===== src/rtl/mem_arbiter.sv =====
// Two-client memory arbiter: merges instruction- and data-cache command and
// write-data traffic onto one memory port and steers untagged, in-order read
// beats back to the client that issued each read.
module mem_arbiter #(
  parameter int ADDR_BITS  = 28,
  parameter int DATA_BITS  = 128,
  parameter int BEATS      = 4,
  parameter int READ_DEPTH = 4
) (
  input  logic                   clk,
  input  logic                   reset,
  input  logic                   ic_req_val,
  output logic                   ic_req_rdy,
  input  logic [ADDR_BITS-1:0]   ic_req_addr,
  input  logic                   ic_req_rw,
  input  logic                   ic_req_data_valid,
  output logic                   ic_req_data_ready,
  input  logic [DATA_BITS-1:0]   ic_req_data_bits,
  input  logic [DATA_BITS/8-1:0] ic_req_data_mask,
  output logic                   ic_resp_val,
  output logic [DATA_BITS-1:0]   ic_resp_data,
  input  logic                   dc_req_val,
  output logic                   dc_req_rdy,
  input  logic [ADDR_BITS-1:0]   dc_req_addr,
  input  logic                   dc_req_rw,
  input  logic                   dc_req_data_valid,
  output logic                   dc_req_data_ready,
  input  logic [DATA_BITS-1:0]   dc_req_data_bits,
  input  logic [DATA_BITS/8-1:0] dc_req_data_mask,
  output logic                   dc_resp_val,
  output logic [DATA_BITS-1:0]   dc_resp_data,
  output logic                   mem_req_val,
  input  logic                   mem_req_rdy,
  output logic [ADDR_BITS-1:0]   mem_req_addr,
  output logic                   mem_req_rw,
  output logic                   mem_req_data_valid,
  input  logic                   mem_req_data_ready,
  output logic [DATA_BITS-1:0]   mem_req_data_bits,
  output logic [DATA_BITS/8-1:0] mem_req_data_mask,
  input  logic                   mem_resp_val,
  input  logic [DATA_BITS-1:0]   mem_resp_data
);

  localparam int BEAT_W = (BEATS > 1) ? $clog2(BEATS) : 1;
  localparam int CNT_W  = $clog2(READ_DEPTH + 1);
  localparam int PTR_W  = (READ_DEPTH > 1) ? $clog2(READ_DEPTH) : 1;
  localparam logic [BEAT_W-1:0] LAST_BEAT = BEAT_W'(BEATS - 1);
  localparam logic [CNT_W-1:0]  DEPTH_CNT = CNT_W'(READ_DEPTH);
  localparam logic [PTR_W-1:0]  LAST_PTR  = PTR_W'(READ_DEPTH - 1);

  typedef enum logic [0:0] {
    ST_IDLE  = 1'b0,
    ST_WDATA = 1'b1
  } state_e;

  state_e                  state_r;
  state_e                  state_nxt_s;
  logic                    prio_r;       // 0: IC preferred, 1: DC preferred
  logic                    lock_val_r;   // a grant was offered but not taken
  logic                    lock_own_r;
  logic                    wown_r;       // owner of the current write burst
  logic [BEAT_W-1:0]       wbeat_r;
  logic [BEAT_W-1:0]       rbeat_r;
  logic [CNT_W-1:0]        rcount_r;
  logic [READ_DEPTH-1:0]   fifo_r;       // read owners, 0 = IC, 1 = DC
  logic [PTR_W-1:0]        wr_ptr_r;
  logic [PTR_W-1:0]        rd_ptr_r;

  logic ic_elig_s;
  logic dc_elig_s;
  logic grant_s;
  logic cmd_fire_s;
  logic data_fire_s;
  logic resp_fire_s;
  logic push_s;
  logic pop_s;
  logic head_s;

  // Eligibility and grant selection; a stalled grant is held so the command stays stable
  always_comb begin
    ic_elig_s = 1'b0;
    dc_elig_s = 1'b0;
    grant_s   = 1'b0;
    if (state_r == ST_IDLE) begin
      ic_elig_s = ic_req_val && (ic_req_rw || (rcount_r < DEPTH_CNT));
      dc_elig_s = dc_req_val && (dc_req_rw || (rcount_r < DEPTH_CNT));
    end else begin
      ic_elig_s = 1'b0;
      dc_elig_s = 1'b0;
    end
    if (ic_elig_s && dc_elig_s) begin
      if (lock_val_r) begin
        grant_s = lock_own_r;
      end else begin
        grant_s = prio_r;
      end
    end else begin
      grant_s = dc_elig_s;
    end
  end

  // Next-state and command/write-data channel outputs
  always_comb begin
    state_nxt_s        = state_r;
    mem_req_val        = 1'b0;
    ic_req_rdy         = 1'b0;
    dc_req_rdy         = 1'b0;
    mem_req_data_valid = 1'b0;
    ic_req_data_ready  = 1'b0;
    dc_req_data_ready  = 1'b0;
    mem_req_addr       = grant_s ? dc_req_addr : ic_req_addr;
    mem_req_rw         = grant_s ? dc_req_rw : ic_req_rw;
    mem_req_data_bits  = wown_r ? dc_req_data_bits : ic_req_data_bits;
    mem_req_data_mask  = wown_r ? dc_req_data_mask : ic_req_data_mask;
    case (state_r)
      ST_IDLE: begin
        mem_req_val = ic_elig_s || dc_elig_s;
        ic_req_rdy  = mem_req_val && !grant_s && mem_req_rdy;
        dc_req_rdy  = mem_req_val && grant_s && mem_req_rdy;
        if (mem_req_val && mem_req_rdy && mem_req_rw) begin
          state_nxt_s = ST_WDATA;
        end else begin
          state_nxt_s = ST_IDLE;
        end
      end
      ST_WDATA: begin
        mem_req_data_valid = wown_r ? dc_req_data_valid : ic_req_data_valid;
        ic_req_data_ready  = !wown_r && mem_req_data_ready;
        dc_req_data_ready  = wown_r && mem_req_data_ready;
        if (mem_req_data_valid && mem_req_data_ready && (wbeat_r == LAST_BEAT)) begin
          state_nxt_s = ST_IDLE;
        end else begin
          state_nxt_s = ST_WDATA;
        end
      end
      default: begin
        state_nxt_s = ST_IDLE;
      end
    endcase
  end

  assign cmd_fire_s  = mem_req_val && mem_req_rdy;
  assign data_fire_s = mem_req_data_valid && mem_req_data_ready;
  assign push_s      = cmd_fire_s && !mem_req_rw;
  assign resp_fire_s = mem_resp_val && (rcount_r != {CNT_W{1'b0}});
  assign pop_s       = resp_fire_s && (rbeat_r == LAST_BEAT);
  assign head_s      = fifo_r[rd_ptr_r];

  assign ic_resp_val  = resp_fire_s && !head_s;
  assign dc_resp_val  = resp_fire_s && head_s;
  assign ic_resp_data = mem_resp_data;
  assign dc_resp_data = mem_resp_data;

  // FSM state register
  always_ff @(posedge clk or negedge reset) begin
    if (!reset) begin
      state_r <= ST_IDLE;
    end else begin
      state_r <= state_nxt_s;
    end
  end

  // Round-robin pointer and hold of a granted-but-stalled command
  always_ff @(posedge clk or negedge reset) begin
    if (!reset) begin
      prio_r     <= 1'b0;
      lock_val_r <= 1'b0;
      lock_own_r <= 1'b0;
    end else begin
      if (cmd_fire_s) begin
        prio_r <= !grant_s;
      end
      lock_val_r <= mem_req_val && !mem_req_rdy;
      lock_own_r <= grant_s;
    end
  end

  // Write burst owner and beat counter
  always_ff @(posedge clk or negedge reset) begin
    if (!reset) begin
      wown_r  <= 1'b0;
      wbeat_r <= {BEAT_W{1'b0}};
    end else if (cmd_fire_s && mem_req_rw) begin
      wown_r  <= grant_s;
      wbeat_r <= {BEAT_W{1'b0}};
    end else if (data_fire_s) begin
      wbeat_r <= (wbeat_r == LAST_BEAT) ? {BEAT_W{1'b0}} : wbeat_r + BEAT_W'(1);
    end
  end

  // Read-owner FIFO storage
  always_ff @(posedge clk or negedge reset) begin
    if (!reset) begin
      fifo_r <= {READ_DEPTH{1'b0}};
    end else if (push_s) begin
      fifo_r[wr_ptr_r] <= grant_s;
    end
  end

  // FIFO pointers, outstanding-read count and response beat counter
  always_ff @(posedge clk or negedge reset) begin
    if (!reset) begin
      wr_ptr_r <= {PTR_W{1'b0}};
      rd_ptr_r <= {PTR_W{1'b0}};
      rcount_r <= {CNT_W{1'b0}};
      rbeat_r  <= {BEAT_W{1'b0}};
    end else begin
      if (push_s) begin
        wr_ptr_r <= (wr_ptr_r == LAST_PTR) ? {PTR_W{1'b0}} : wr_ptr_r + PTR_W'(1);
      end
      if (pop_s) begin
        rd_ptr_r <= (rd_ptr_r == LAST_PTR) ? {PTR_W{1'b0}} : rd_ptr_r + PTR_W'(1);
        rbeat_r  <= {BEAT_W{1'b0}};
      end else if (resp_fire_s) begin
        rbeat_r <= rbeat_r + BEAT_W'(1);
      end
      case ({push_s, pop_s})
        2'b10:   rcount_r <= rcount_r + CNT_W'(1);
        2'b01:   rcount_r <= rcount_r - CNT_W'(1);
        default: rcount_r <= rcount_r;
      endcase
    end
  end

endmodule

===== config.mk =====
export PLATFORM = sky130hd
export DESIGN_NAME = mem_arbiter
export DESIGN_NICKNAME = d
export VERILOG_FILES = /design/src/rtl/mem_arbiter.sv
export SDC_FILE = /design/constraint.sdc
export NUM_CORES = 1
export LEC_CHECK = 0
export CAP_MARGIN = 10
export CORE_AREA = 2 2 360 362
export CTS_CLUSTER_SIZE = 30
export DETAILED_ROUTE_END_ITERATION = 12
export DIE_AREA = 0 0 362 364
export GPL_TIMING_DRIVEN = 1
export HOLD_SLACK_MARGIN = 0.02
export PLACE_DENSITY = 0.31
export SLEW_MARGIN = 10
export SYNTH_ARGS = -nofsm -noshare
export SYNTH_HDL_FRONTEND = slang
export SYNTH_SLANG_ARGS = --single-unit
export TNS_END_PERCENT = 10

===== constraint.sdc =====
create_clock -name clk -period 2.6 [get_ports clk]
set_clock_uncertainty 0.2 [all_clocks]
set_input_delay 0.52 -clock clk [delete_from_list [all_inputs] [get_ports clk]]
set_output_delay 0.52 -clock clk [all_outputs]
set_load 0.02 [all_outputs]

**Clock distribution**

Scale: 1 px per um.
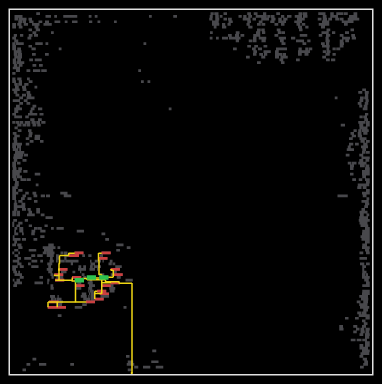
Key: cells driving clock nets = green [count 3]; flip-flops = red [count 20]; clock wires = yellow [length 408 um]
Position of the flops: lower left.
Clock power frac: 5.1%
Skew-Pair Late Insertion Delay: 0.25 ns

**Wiring by layer**

Scale: 1 px per um.
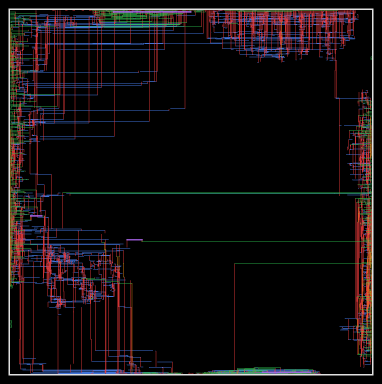
Key: met5 = purple [wire length 151 um]; met1 = blue [wire length 13600 um]; met3 = green [wire length 5630 um]; met4 = orange [wire length 881 um]; met2 = red [wire length 18200 um]
total global-route track usage: 5.26%
wire per inst: 15.1 um

==> flow_summary.toml <==
# flow metrics
[routing]
topRoutingLayerUsed = "met5"
dr_wl_met3_um = 5630

[timing]
final-setup-viol-count = 27
timing.setup.tns_ns = -1.23
hold_violations = 0
post_route_setup_slack_ns = -0.138

[final_layout]
post_route_design_area_sq_mm = 0.0112
drive_above_1_share_pct = 37.2
final_cell_count_no_fill = 2544
final_layout_top_logic_cells = "350 x sky130_fd_sc_hd__clkdlybuf4s50_1, 159 x sky130_fd_sc_hd__mux2_2, 76 x sky130_fd_sc_hd__buf_4"

[setup_path]
cp-startpoint = "lock_val_r"
endpoint_kind = "primary output"
setup.worst_path.start_class = "register"
worst_path_max_delay_cell = "sky130_fd_sc_hd__dfrtp_1"

[run_status]
failing_checks = "setup timing"
outcome = "complete, but fails checks"

[floorplanning]
floorplan.rows = 132
fp_util_pct = 4.05

[clocking]
cts-htree-levels = 1
clockBufferDepth = 2
postCtsSetupBuffers = 3

[synthesis]
yosysChipArea_sq_mm = 0.00519
ys.flop_type = "sky130_fd_sc_hd__dfrtp_1"
post_synth_main_area_contributors = "sky130_fd_sc_hd__buf_4 37%, sky130_fd_sc_hd__mux2_2 36%, sky130_fd_sc_hd__dfrtp_1 9.6%"
ys_seq_share_pct = 9.64
netlist.area_leader.share_pct = 37.0
mux_area_share_pct = 40.1
synth-edff-count = 0
ys_seq_elements = 20

[grt]
antenna_found_initial = 14
pin_count_of_the_biggest_net_entering_global_routing = 35
grt_overflow_total = 0

[power]
power.share.switching_pct = 46.1
p_total_w = 0.00694
powerClk_w = 0.000352
peakVddDrop_mv = 0.291
comb_power_w = 0.00601

[placement]
detailedPlacementHpwl_um = 35300
dpl_worst_slack_ns = -0.931

[worst_hold_path]
hold_path_startpoint = "prio_r"

[job]
timing.max_cap.violations = 0
**Congestion heat map**

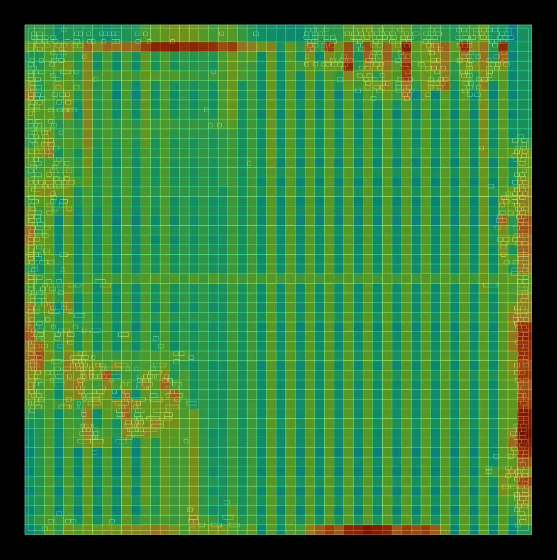
met2 Track Usage GR: 8.83%
busiest layer in global routing: met2
routing usage on met3: 3.28%
met1 usage: 5.43%
Core Util, Final: 8.74%

**Where the registers sit**

Scale: 1 px per um. Other sequential cells in the stronger grey, the rest of the logic in the fainter grey.
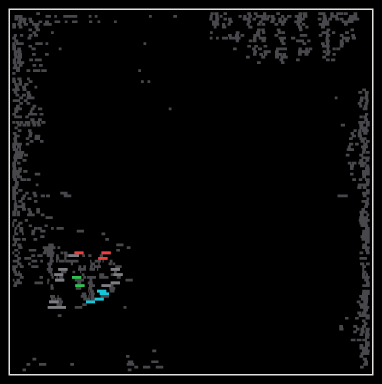
Key: wr_ptr_r = green [sequential cells 2]; fifo_r = cyan [sequential cells 4, where lower left]; rcount_r = red [sequential cells 3]
Reg area: 505 sq um
register fraction of the total cell area: 4.51%
Flop+latch power: 0.000575 W

-- sequential cells by signal, indices dropped and copies added, names as in the netlist, 2 cells and up --
signal	flops
wbeat_r	2
wr_ptr_r	2
rbeat_r	2
rcount_r	3
fifo_r	4
rd_ptr_r	2
-- layout make-up --
cell class / instances / area (sq um)
flip-flops and latches: 20 / 505
multi-input cells: 251 / 2710
fillers: 14900 / 117000
diodes: 1 / 2.50
repair buffers: 585 / 5780
clock buffers: 4 / 88.8
well taps: 1675 / 2100
inverters: 8 / 30.0
-- worst paths after layout --
path,end,slack (ns),cells after the start
setup reg to reg,rcount_r[2],-0.10,10
setup / recovery,mem_req_addr[26],-0.14,6
hold / removal,prio_r,0.30,2
hold reg to reg,prio_r,0.30,2
max in group asynchronous,wown_r,1.44,2
min in group asynchronous,rcount_r[2],0.50,2
Power figures rest on the tool's default switching activity, not on a simulated workload.
